## src/rtl/cam_capture_rgb444.sv

```systemverilog
// Camera capture: pairs OV7670 bytes into RGB444 pixels and writes them into the frame buffer window.
// Latency: the write pulse (regW/addr/data) is registered; it appears the cycle after the second byte is sampled.
// Backpressure: none; the camera cannot be stalled, so pixels outside the window are dropped rather than held.
module cam_capture_rgb444 #(
    parameter int AW     = 15,
    parameter int DW     = 12,
    parameter int WIDTH  = 160,
    parameter int HEIGHT = 120
) (
    input  logic          clk,
    input  logic          rst,
    input  logic          CAM_vsync,
    input  logic          CAM_href,
    input  logic [7:0]    CAM_px_data,
    output logic          DP_RAM_regW,
    output logic [AW-1:0] DP_RAM_addr_in,
    output logic [DW-1:0] DP_RAM_data_in,
    output logic          frame_done
);

    typedef enum logic [1:0] {
        WAIT_FRAME = 2'd0,
        ROW_IDLE   = 2'd1,
        BYTE1      = 2'd2,
        BYTE2      = 2'd3
    } state_t;

    localparam logic [8:0]    WIDTH_C  = 9'(WIDTH);
    localparam logic [8:0]    HEIGHT_C = 9'(HEIGHT);
    localparam logic [AW-1:0] WIDTH_A  = AW'(WIDTH);

    state_t        state, state_n;
    logic          vsync_d;
    logic [8:0]    row, row_n;
    logic [8:0]    col, col_n;
    logic [AW-1:0] line_base, line_base_n;
    logic [3:0]    r_lat, r_lat_n;
    logic          wrote, wrote_n;
    logic          regw_n;
    logic [AW-1:0] addr_n;
    logic [DW-1:0] data_n;
    logic          frame_done_n;
    logic          end_line;

    // State register; reset parks the FSM until a fresh vsync falling edge.
    always_ff @(posedge clk) begin
        if (rst) begin
            state <= WAIT_FRAME;
        end else begin
            state <= state_n;
        end
    end

    // Next-state and datapath decode: byte pairing, window clipping, line/frame bookkeeping.
    always_comb begin
        state_n      = state;
        row_n        = row;
        col_n        = col;
        line_base_n  = line_base;
        r_lat_n      = r_lat;
        wrote_n      = wrote;
        regw_n       = 1'b0;
        addr_n       = DP_RAM_addr_in;
        data_n       = DP_RAM_data_in;
        frame_done_n = 1'b0;
        end_line     = 1'b0;

        if (state == WAIT_FRAME) begin
            // Only a clean vsync fall opens a frame, so a reset mid-frame never resumes a partial one.
            if (vsync_d && !CAM_vsync) begin
                row_n       = 9'd0;
                col_n       = 9'd0;
                line_base_n = '0;
                wrote_n     = 1'b0;
                state_n     = ROW_IDLE;
            end
        end else if (CAM_vsync) begin
            // vsync wins over href: any half-assembled pixel is discarded.
            state_n      = WAIT_FRAME;
            frame_done_n = wrote;
        end else begin
            unique case (state)
                ROW_IDLE: begin
                    if (CAM_href) begin
                        r_lat_n = CAM_px_data[3:0];
                        state_n = BYTE2;
                    end
                end
                BYTE1: begin
                    if (CAM_href) begin
                        r_lat_n = CAM_px_data[3:0];
                        state_n = BYTE2;
                    end else begin
                        end_line = 1'b1;
                    end
                end
                BYTE2: begin
                    if (CAM_href) begin
                        if ((col < WIDTH_C) && (row < HEIGHT_C)) begin
                            regw_n  = 1'b1;
                            addr_n  = line_base + {{(AW-9){1'b0}}, col};
                            data_n  = DW'({r_lat, CAM_px_data});
                            wrote_n = 1'b1;
                        end
                        if (col < WIDTH_C) begin
                            col_n = col + 9'd1;
                        end
                        state_n = BYTE1;
                    end else begin
                        // A lone first byte at the end of an odd-length line is dropped here.
                        end_line = 1'b1;
                    end
                end
                default: begin
                    state_n = WAIT_FRAME;
                end
            endcase
        end

        // Empty lines do not advance the row; row and line_base stop at the bottom of the window.
        if (end_line) begin
            if ((col != 9'd0) && (row < HEIGHT_C)) begin
                row_n       = row + 9'd1;
                line_base_n = line_base + WIDTH_A;
            end
            col_n   = 9'd0;
            state_n = ROW_IDLE;
        end
    end

    // Datapath and output registers; addr/data hold their last value between write pulses.
    always_ff @(posedge clk) begin
        if (rst) begin
            vsync_d        <= 1'b0;
            row            <= 9'd0;
            col            <= 9'd0;
            line_base      <= '0;
            r_lat          <= 4'd0;
            wrote          <= 1'b0;
            DP_RAM_regW    <= 1'b0;
            DP_RAM_addr_in <= '0;
            DP_RAM_data_in <= '0;
            frame_done     <= 1'b0;
        end else begin
            vsync_d        <= CAM_vsync;
            row            <= row_n;
            col            <= col_n;
            line_base      <= line_base_n;
            r_lat          <= r_lat_n;
            wrote          <= wrote_n;
            DP_RAM_regW    <= regw_n;
            DP_RAM_addr_in <= addr_n;
            DP_RAM_data_in <= data_n;
            frame_done     <= frame_done_n;
        end
    end

endmodule
```

## config.mk

```make
export PLATFORM = sky130hd
export DESIGN_NAME = cam_capture_rgb444
export DESIGN_NICKNAME = d
export VERILOG_FILES = /design/src/rtl/cam_capture_rgb444.sv
export SDC_FILE = /design/constraint.sdc
export NUM_CORES = 1
export LEC_CHECK = 0
export ABC_AREA = 1
export CORE_AREA = 2 2 117 119
export DETAILED_ROUTE_END_ITERATION = 16
export DIE_AREA = 0 0 119 121
export MAX_ROUTING_LAYER = met4
export SETUP_SLACK_MARGIN = 0.5
export SLEW_MARGIN = 5
export SYNTH_ARGS = -nofsm -noshare
export SYNTH_HDL_FRONTEND = slang
export SYNTH_SLANG_ARGS = --single-unit
export TNS_END_PERCENT = 1
```

## constraint.sdc

```tcl
create_clock -name clk -period 3.9 [get_ports clk]
set_input_delay 1.17 -clock clk [delete_from_list [all_inputs] [get_ports clk]]
set_output_delay 1.17 -clock clk [all_outputs]
set_load 0.03 [all_outputs]
```

run_1/ff_map.png
(3 px per um) Other sequential cells in the stronger grey, the rest of the logic in the fainter grey.
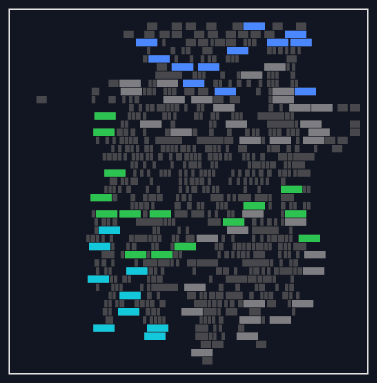
legend:
  DP_RAM_data_in:
    colour: blue
    placed_flops: 12
  line_base:
    colour: green
    placed_flops: 15
  row:
    colour: cyan
    placed_flops: 9
not coloured: 34

run_1/m3.png
(2 px per um)
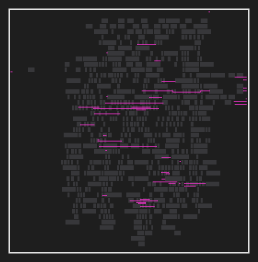
share of all routed wire: 3.4%
wire length on this layer: 312 um
nets with wire on the layer: 30
GR Util met3: 2.63%
routed vias: 3,606

==> qor.txt, run 1 <==
Width of the die = 119 um
Fin nets = 645
Clock-cell share = 5.92%
Bufs and invs on worst path = 4
Crit path DAT = 3050 ps
Comb/total area = 43.4%
Yosys stat area = 3860 sq um
Gates resized, CTS repair = 0
Critical path cell sequence = clkdlybuf4s50_1 > inv_2 > nand2_4 > clkinv_1 > nand3_1 > nand3b_4 > inv_2 > nand2_1 > nor2_1 > nor2_1
Placed cell area = 4400 sq um
MI comb cells = 408
Clk_skew = 6.41 ps
Initial DRC count = 285
RSZ-0062 raised after global routing = false
Top cell area share = 36.3%
Synth Cell Area = 3860 sq um
I/O pins = 41
Routed WL per cell = 11.5 um
Worst-Margin Slew = 437 ps
Yosys Warn Count = 0
Sw power = 441 uW
Crit-path slowest cell = clkdlybuf4s50_1
Tcrit/Tclk final = 72.6%
R2R Path End = DP_RAM_addr_in[13]
Sequential area share after synthesis = 36.3%
Final Worst Setup Slack = 1070 ps
Antenna cell count = 0
IO buf count = 40
Non-Filler Instances = 797
Min Hold Slack = 434 ps
Top class by area = multi-input combinational cells
Largest net degree at the start of global routing = 45
Total grt overflow = 0
Share of layout cells above drive strength 1 = 5.80%
Main area contributors = dfxtp_1 (36%), nand2_1 (13%), nor2_1 (11%), inv_1 (7.6%), o21ai_0 (5.7%)
Max Slew Vio Count = 0
Metal-1 WL = 4310 um
Initial antenna violation count = 0
H-tree depth = 3
Cell Type Count = 39
Outcome = finished clean
Die height = 121 um
Endpoints failing setup = 0
MI comb area = 2030 sq um
Top-count cell post-synth = nand2_1
Fillers = 1,371
DP Worst Slack = 723 ps
Static Leak = 0.00209 uW
# Cells Yosys = 577
Global-route wire length before repair = 15,600 um
Pint = 1230 uW
CP delay by family, top = buffers and inverters
Postcts setup bufs = 0
Tmin final = 2830 ps
Clock sinks = 70
R2R Setup Slk = 1620 ps
VDD IR max = 0.000222 V
Post-synth top cells = nand2_1 (129), nor2_1 (111), inv_1 (78)
Worst hold stages = 2
Vias in the first global route = 3,366
run_1/sizing.png
(3 px per um)
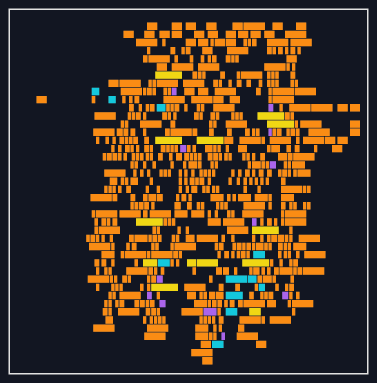
legend:
  x6 and larger:
    colour: yellow
    cells: 13
    share: 2.1%
    most_used: clkbuf_16
  x2:
    colour: purple
    cells: 12
    share: 1.9%
    most_used: clkinv_2
  x3 and x4:
    colour: cyan
    cells: 11
    share: 1.8%
    most_used: nand2_4
  x1 and smaller:
    colour: orange
    cells: 585
    share: 94%
    most_used: nand2_1

run_1/placed.png
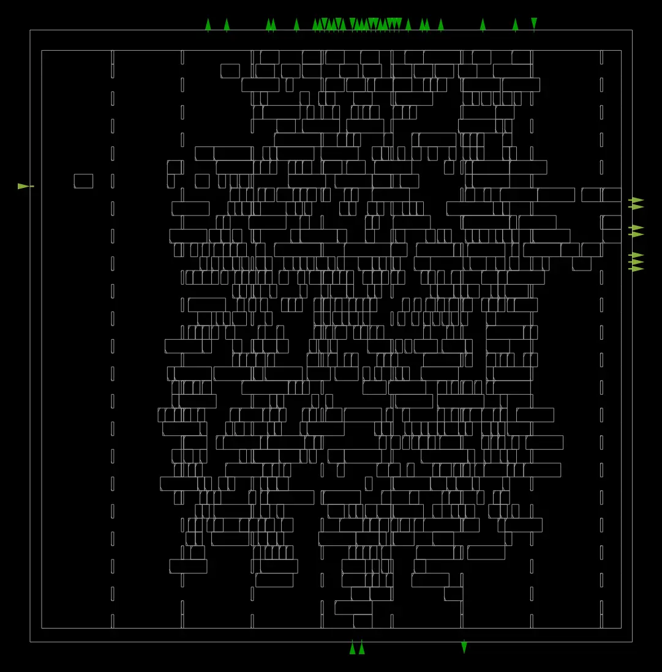
number of core rows: 42
Tap Cells: 176
flip-flops: 70
Final Util: 35.7%

run 1: metal layers:
metal,vias up,GRT usage (%)
li1,1905,-
met2,69,21.6
met3,17,2.63
met4,0,6.03
met5,-,-
met1,1615,16.5
run 1: power groups by stage:
stage	combinational (uW)	sequential, uW	clock [uW]
2_1_floorplan	137	756	0
3_3_place_gp	181	756	0
3_5_place_dp	182	757	0
4_1_cts	182	742	765
5_1_grt	206	743	799
6_report	183	742	748
run 1: logic make-up (layout without fill, tap and decap cells):
logic type / Yosys count / count (layout) / synth area share (%)
compound gates: 70 / 70 / 10.0
xor+xnor: 9 / 9 / 2.04
fa+ha+maj: 17 / 17 / 5.71
buf+inv: 99 / 143 / 11.1
flops: 70 / 70 / 36.3
simple gates: 312 / 312 / 34.8
run 1: cells in the final DEF, fill, tap and decap left out, types with 2 or more instances in the layout:
| cell type | instances |
|---|---|
| nand2_1 | 129 |
| nor2_1 | 111 |
| inv_1 | 78 |
| dfxtp_1 | 70 |
| o21ai_0 | 44 |
| nand3_1 | 42 |
| clkdlybuf4s50_1 | 40 |
| a21oi_1 | 17 |
| ha_1 | 16 |
| nand4_1 | 9 |
| clkbuf_16 | 9 |
| nor3_1 | 6 |
| xor2_1 | 5 |
| xnor2_1 | 4 |
| clkinv_2 | 4 |
| nand2_4 | 3 |
| o211ai_1 | 3 |
| inv_2 | 2 |
| clkinv_1 | 2 |
| or2_2 | 2 |
| nand2_2 | 2 |
| a21o_1 | 2 |
| clkinv_4 | 2 |
| buf_4 | 2 |
run 1: sequential cells by signal, summed over array words and instances, names as in the netlist:
register,cells
DP_RAM_addr_in,15
DP_RAM_data_in,12
DP_RAM_regW,1
col,9
frame_done,1
line_base,15
r_lat,4
row,9
state,2
vsync_d,1
wrote,1
## Run 2: what changed since run 1
- clock period: 3.9 -> 2.63 ns (I/O delays scaled with it)
run_2/placed.png
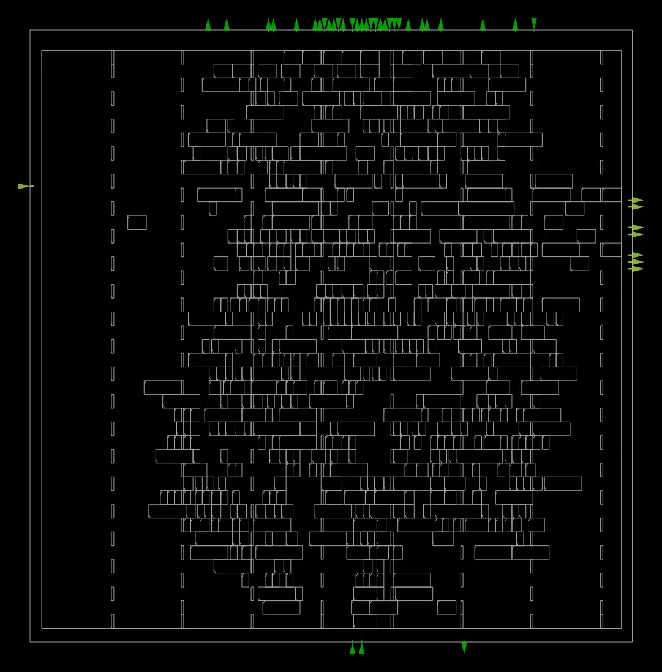
Fillers: 1,353
Non-Filler Instances: 802
flop share of the area: 29.5%
Final Util: 36.3%

run_2/ff_map.png
(3 px per um) Other sequential cells in the stronger grey, the rest of the logic in the fainter grey.
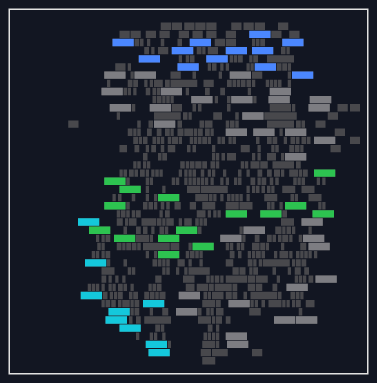
legend:
  row:
    colour: cyan
    placed_flops: 9
  DP_RAM_data_in:
    colour: blue
    placed_flops: 12
  line_base:
    colour: green
    placed_flops: 15
not coloured: 34
register area: 1400 sq um
power in sequential cells: 1100 uW

==> run 2 against run 1 <==
  * Flip-flop count stayed put
  * Highest routed layer unchanged
  * Hold slack got worse by 1.3 ps
  * Clock power grew 63%
  * Routed wire length is 4.8% higher
  * Die area unchanged
  * Critical endpoint is now DP_RAM_addr_in[5]
==> qor.txt, run 2 <==
GR Util met3 = 2.77%
Main area contributors = dfxtp_1 (36%), nand2_1 (13%), nor2_1 (11%), inv_1 (7.6%), o21ai_0 (5.7%)
Clk_skew = 5.98 ps
Crit path DAT = 1370 ps
Tmin final = 2160 ps
RSZ-0062 raised after global routing = true
Worst-Margin Slew = 477 ps
Top cell area share = 36.3%
Routed WL per cell = 11.9 um
Largest net degree at the start of global routing = 31
Clock sinks = 70
Worst hold stages = 2
Global-route wire length before repair = 16,200 um
Top-count cell post-synth = nand2_1
Endpoints failing setup = 0
IO buf count = 40
Final Worst Setup Slack = 475 ps
Synth Cell Area = 3860 sq um
Gates resized, CTS repair = 1
Yosys stat area = 3860 sq um
Synthesis-to-finish area growth = 23.3%
I/O pins = 41
Width of the die = 119 um
Placed cell area = 4440 sq um
Die height = 121 um
Initial DRC count = 293
DP Worst Slack = 165 ps
Sequential area share after synthesis = 36.3%
Postcts setup bufs = 0
Most frequent cells in the layout = nand2_1 (129), nor2_1 (110), inv_1 (78)
Layer with the highest usage = met2
Most frequent logic cell in the layout = nand2_1
Outcome = finished clean
R2R Path End = DP_RAM_addr_in[10]
H-tree depth = 3
Cell Type Count = 39
Fin nets = 650
CP delay by family, top = buffers and inverters
Global Route met1 Usage = 17.0%
Yosys Warn Count = 0
Total track usage = 14.3%
Antenna cell count = 0
TritonCTS clock tree = yes
Initial antenna violation count = 0
Post-synthesis net count = 606
Post-synth top cells = nand2_1 (129), nor2_1 (111), inv_1 (78)
Max Slew Vio Count = 0
Total grt overflow = 0
Crit-path slowest cell = clkdlybuf4s50_1
Critical path cell sequence = clkdlybuf4s50_1
Number of core rows = 42
Routed vias = 3,618
# Cells Yosys = 577
Share of layout cells above drive strength 1 = 6.87%
-- run 2: cell types whose count changed in the layout (fill, tap and decap cells not counted), sizes merged --
cell and change:
buf +5, bufinv +1, clkdlybuf4s50 -2, clkinv -2, clkinvlp +1, dlygate4sd2 +1
dlymetal6s2s +1
-- run 2: metrics by stage --
stage                     total power, uW  utilization, %  hold slack [ps]
final                                2600            36.3              432
after floorplan                      1320               -              412
after global placement               1390            33.9              421
after CTS                            2620            36.2              434
after detailed placement             1400            33.9              426
after global routing                 2700            36.3              453
-- run 2: cell type report --
class	instances	area, sq um	area share, %
clock inverter	6	61.3	1.29
clock buffer	10	239	5.03
tap	176	220	4.63
timing repair buffer	47	467	9.82
multi-input combinational	408	2030	42.7
inverter	85	334	7.03
sequential	70	1400	29.5
-- run 2: worst min-delay path: cells and delay by family, from the launching register on --
| family | cells | cell delay (ps) |
|---|---|---|
| DFF | 1 | 310 |
| buffers and inverters | 1 | 50 |
| and+or+nand+nor | 1 | 30 |
-- run 2: kinds of logic (layout without fill, tap and decap cells) --
kind of cell / count (synthesis) / count (layout) / synth area share (%)
adder cells (fa/ha/maj): 17 / 17 / 5.71
AND/OR/NAND/NOR: 312 / 312 / 34.8
flip-flops: 70 / 70 / 36.3
XOR/XNOR: 9 / 9 / 2.04
buffers and inverters: 99 / 148 / 11.1
AND-OR/OR-AND: 70 / 70 / 10.0
-- run 2: layer usage --
| metal | part of all wire [%] | wire length [um] |
|---|---|---|
| met5 | 0 | 0 |
| met4 | 0.80 | 77 |
| met3 | 3.0 | 288 |
| met2 | 50 | 4740 |
| met1 | 47 | 4470 |
-- run 2: power by group --
part,internal (uW),total (uW),switching (uW)
sequential,1080,1100,20.8
combinational,96.5,285,188
clock,755,1220,460
Power and IR drop assume default switching activity.
